**src/rtl/mem_bus_pkg.sv**
```systemverilog
// Shared types and constants for the data-memory bus controller.
package mem_bus_pkg;

   typedef enum logic [1:0] {
      IDLE    = 2'd0,
      WR      = 2'd1,
      TURN    = 2'd2,
      RD_WAIT = 2'd3
   } state_t;

   localparam int ADDR_W_DFLT = 8;
   localparam int DATA_W_DFLT = 16;
   localparam int CNT_W       = 4;
   localparam int PERF_W      = 16;

   // Saturating increment for the optional performance counters
   function automatic logic [PERF_W-1:0] sat_inc(input logic [PERF_W-1:0] v);
      return (v == '1) ? v : v + 1'b1;
   endfunction

endpackage

```
**src/rtl/mem_bus_delay_cnt.sv**
```systemverilog
// Loadable down-counter with zero flag; times both bus turnaround and read latency.
module mem_bus_delay_cnt
   import mem_bus_pkg::*;
(
   input  logic             clk,
   input  logic             rst,
   input  logic             load,
   input  logic             dec,
   input  logic [CNT_W-1:0] load_val,
   output logic             zero
);

   logic [CNT_W-1:0] cnt_reg;

   always_ff @(posedge clk or posedge rst) begin
      if (rst) begin
         cnt_reg <= '0;
      end else if (load) begin
         cnt_reg <= load_val;
      end else if (dec && (cnt_reg != '0)) begin
         cnt_reg <= cnt_reg - 1'b1;
      end
   end

   assign zero = (cnt_reg == '0);

endmodule

```
**src/rtl/mem_bus_ctrl.sv**
```systemverilog
// Sequences core memory requests onto the shared bidirectional data bus pads.
// Optional MEMBUS_PERF_EN adds saturating read/write/turnaround event counters.
module mem_bus_ctrl
   import mem_bus_pkg::*;
#(
   parameter int ADDR_W   = ADDR_W_DFLT,
   parameter int DATA_W   = DATA_W_DFLT,
   parameter int READ_LAT = 2,
   parameter int TURN_CYC = 1
) (
   input  logic              clk,
   input  logic              rst,
   input  logic              req_valid,
   output logic              req_ready,
   input  logic              req_we,
   input  logic [ADDR_W-1:0] req_addr,
   input  logic [DATA_W-1:0] req_wdata,
   output logic              rsp_valid,
   output logic [DATA_W-1:0] rsp_rdata,
   output logic [ADDR_W-1:0] pad_addr,
   output logic              pad_we,
   output logic              pad_oe,
   output logic [DATA_W-1:0] pad_dout,
   input  logic [DATA_W-1:0] pad_din
`ifdef MEMBUS_PERF_EN
   ,
   output logic [PERF_W-1:0] perf_rd_cnt,
   output logic [PERF_W-1:0] perf_wr_cnt,
   output logic [PERF_W-1:0] perf_turn_cnt
`endif
);

   localparam logic [CNT_W-1:0] RD_LOAD   = CNT_W'(READ_LAT - 1);
   localparam logic [CNT_W-1:0] TURN_LOAD = (TURN_CYC > 0) ? CNT_W'(TURN_CYC - 1) : '0;
   localparam bit               HAS_TURN  = (TURN_CYC > 0);

   state_t           state_reg;
   logic             wr_last_reg;
   logic             accept;
   logic             go_turn;
   logic             cnt_load;
   logic             cnt_dec;
   logic             cnt_zero;
   logic [CNT_W-1:0] cnt_load_val;

   // req_ready is low for the first cycle after reset, so it gates acceptance rather than state
   assign accept  = req_valid && req_ready;
   assign go_turn = !req_we && wr_last_reg && HAS_TURN;

   always_comb begin
      cnt_load     = 1'b0;
      cnt_dec      = 1'b0;
      cnt_load_val = RD_LOAD;
      case (state_reg)
         IDLE: begin
            if (accept && !req_we) begin
               cnt_load     = 1'b1;
               cnt_load_val = go_turn ? TURN_LOAD : RD_LOAD;
            end
         end
         TURN: begin
            if (cnt_zero) cnt_load = 1'b1;
            else          cnt_dec  = 1'b1;
         end
         RD_WAIT: cnt_dec = 1'b1;
         default: ;
      endcase
   end

   mem_bus_delay_cnt u_delay_cnt (
      .clk      (clk),
      .rst      (rst),
      .load     (cnt_load),
      .dec      (cnt_dec),
      .load_val (cnt_load_val),
      .zero     (cnt_zero)
   );

   always_ff @(posedge clk or posedge rst) begin
      if (rst) begin
         state_reg   <= IDLE;
         wr_last_reg <= 1'b0;
         req_ready   <= 1'b0;
         rsp_valid   <= 1'b0;
         rsp_rdata   <= '0;
         pad_addr    <= '0;
         pad_we      <= 1'b0;
         pad_oe      <= 1'b0;
         pad_dout    <= '0;
      end else begin
         rsp_valid <= 1'b0;
         case (state_reg)
            IDLE: begin
               req_ready <= 1'b1;
               if (accept) begin
                  req_ready <= 1'b0;
                  pad_addr  <= req_addr;
                  if (req_we) begin
                     pad_dout  <= req_wdata;
                     pad_we    <= 1'b1;
                     pad_oe    <= 1'b1;
                     state_reg <= WR;
                  end else if (go_turn) begin
                     state_reg <= TURN;
                  end else begin
                     state_reg <= RD_WAIT;
                  end
               end
            end
            WR: begin
               pad_we      <= 1'b0;
               pad_oe      <= 1'b0;
               wr_last_reg <= 1'b1;
               req_ready   <= 1'b1;
               state_reg   <= IDLE;
            end
            TURN: begin
               if (cnt_zero) begin
                  wr_last_reg <= 1'b0;
                  state_reg   <= RD_WAIT;
               end
            end
            RD_WAIT: begin
               // Data is valid on pad_din on the edge where the latency count has run out
               if (cnt_zero) begin
                  rsp_rdata   <= pad_din;
                  rsp_valid   <= 1'b1;
                  req_ready   <= 1'b1;
                  wr_last_reg <= 1'b0;
                  state_reg   <= IDLE;
               end
            end
            default: state_reg <= IDLE;
         endcase
      end
   end

`ifdef MEMBUS_PERF_EN
   always_ff @(posedge clk or posedge rst) begin
      if (rst) begin
         perf_rd_cnt   <= '0;
         perf_wr_cnt   <= '0;
         perf_turn_cnt <= '0;
      end else begin
         if (rsp_valid)          perf_rd_cnt   <= sat_inc(perf_rd_cnt);
         if (state_reg == WR)    perf_wr_cnt   <= sat_inc(perf_wr_cnt);
         if (state_reg == TURN)  perf_turn_cnt <= sat_inc(perf_turn_cnt);
      end
   end
`endif

endmodule

```
**config.mk**
```make
export PLATFORM = sky130hd
export DESIGN_NAME = mem_bus_ctrl
export DESIGN_NICKNAME = d
export VERILOG_FILES = /design/src/rtl/mem_bus_pkg.sv /design/src/rtl/mem_bus_delay_cnt.sv /design/src/rtl/mem_bus_ctrl.sv
export SDC_FILE = /design/constraint.sdc
export NUM_CORES = 1
export LEC_CHECK = 0
export ABC_AREA = 1
export CAP_MARGIN = 20
export CORE_UTILIZATION = 41
export CTS_BUF_LIST = sky130_fd_sc_hd__clkbuf_16
export DETAILED_ROUTE_END_ITERATION = 8
export PLACE_DENSITY = 0.88
export REMOVE_ABC_BUFFERS = 1
export SETUP_SLACK_MARGIN = 0.5
export SYNTH_ARGS = -nofsm -noshare
export SYNTH_HDL_FRONTEND = slang
export SYNTH_SLANG_ARGS = --single-unit
```
**constraint.sdc**
```tcl
create_clock -name clk -period 2.1 [get_ports clk]
set_clock_uncertainty 0.2 [all_clocks]
set_input_delay 0.63 -clock clk [delete_from_list [all_inputs] [get_ports clk]]
set_output_delay 0.63 -clock clk [all_outputs]
set_load 0.03 [all_outputs]
```
==> reports/results.ini <==
[status]
status = complete, no violations

[worst_hold_path]
hold_path_class = flop to flop

[synthesis]
avgSynthCellArea_um2 = 8.63
synth.most_common_cell = nand2_1
synthArstFlopShare = 1.00
ys_chip_area_um2 = 2100

[place]
place_inst = 395

[die]
rows = 25

[finish]
logic_area_um2 = 771
drive_gt1_frac = 0.297
flops = 50
final_cell_count_no_fill = 437
syn_to_final_growth_pct = 72.7
buffers = 127
lay_top_count = nand2_1

[routing]
drtPass1Iterations = 4
vias_per_cell = 4.78

[power_and_ir_drop]
clockPowerShare = 0.149
ir_drop_mv = 0.800

[clock_tree]
cts_buffer_depth = 2
ctsHoldBuffers = 0

[sta]
setup_viol = 0

[global_route]
antenna_found_initial = 0

[worst_setup_path]
cp.arrival_ns = 0.84

==> images/metal_stack.png <==
Only two layers are drawn.
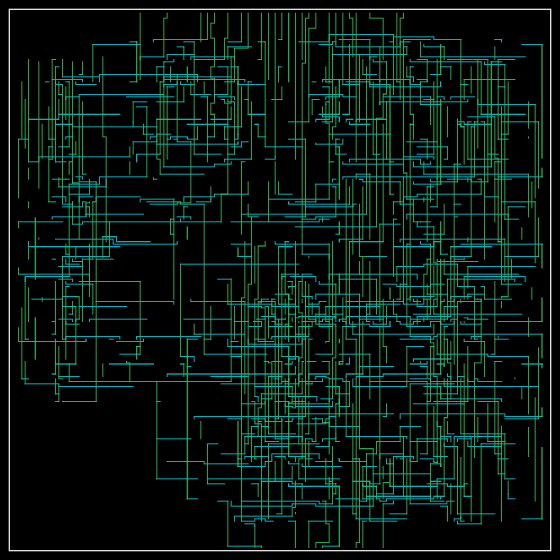
colour	layer	wire length
cyan	met1	2400 µm
green	met2	3170 µm
Overall Global Routing Usage: 0.224
WL/cell: 14.0 µm
drt total wl: 6.10 mm
Via Count: 2088

==> images/pins.png <==
Pins as bars across the die edge, other pins in grey.
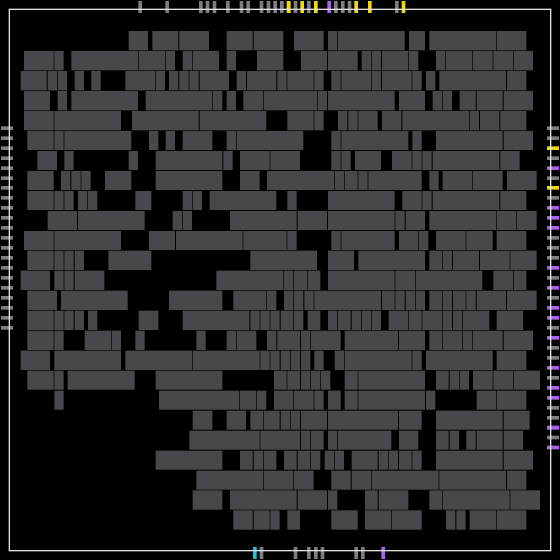
colour	port	pins	direction	edge
yellow	req_addr	8	input	6 top, 2 right
purple	pad_dout	16	output	14 right, 1 top, 1 bottom
cyan	req_ready	1	output	bottom
all pins by edge	33 right, 25 top, 21 left, 9 bottom
die height: 73.5 µm
I/O Buffers: 87
die x size: 73.5 µm

==> images/final_clocks.png <==
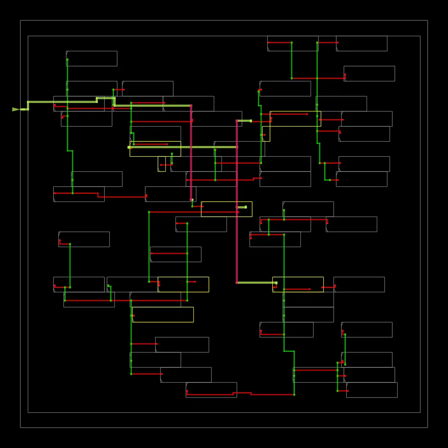
CLK BUF: 5
clk sinks: 50

==> images/registers.png <==
Bar = 20 µm. Other sequential cells in the stronger grey, the rest of the logic in the fainter grey.
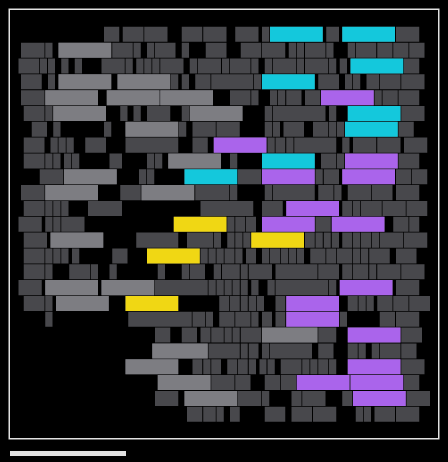
colour	signal	flops
purple	pad_dout	16
cyan	pad_addr	8
yellow	u_delay_cnt.cnt_reg	4
not coloured	22
Seq area share: 0.346
Util after Layout: 0.752
Flop area: 1250 µm²
Seq group: 1.81 mW

Power and IR drop assume default switching activity.
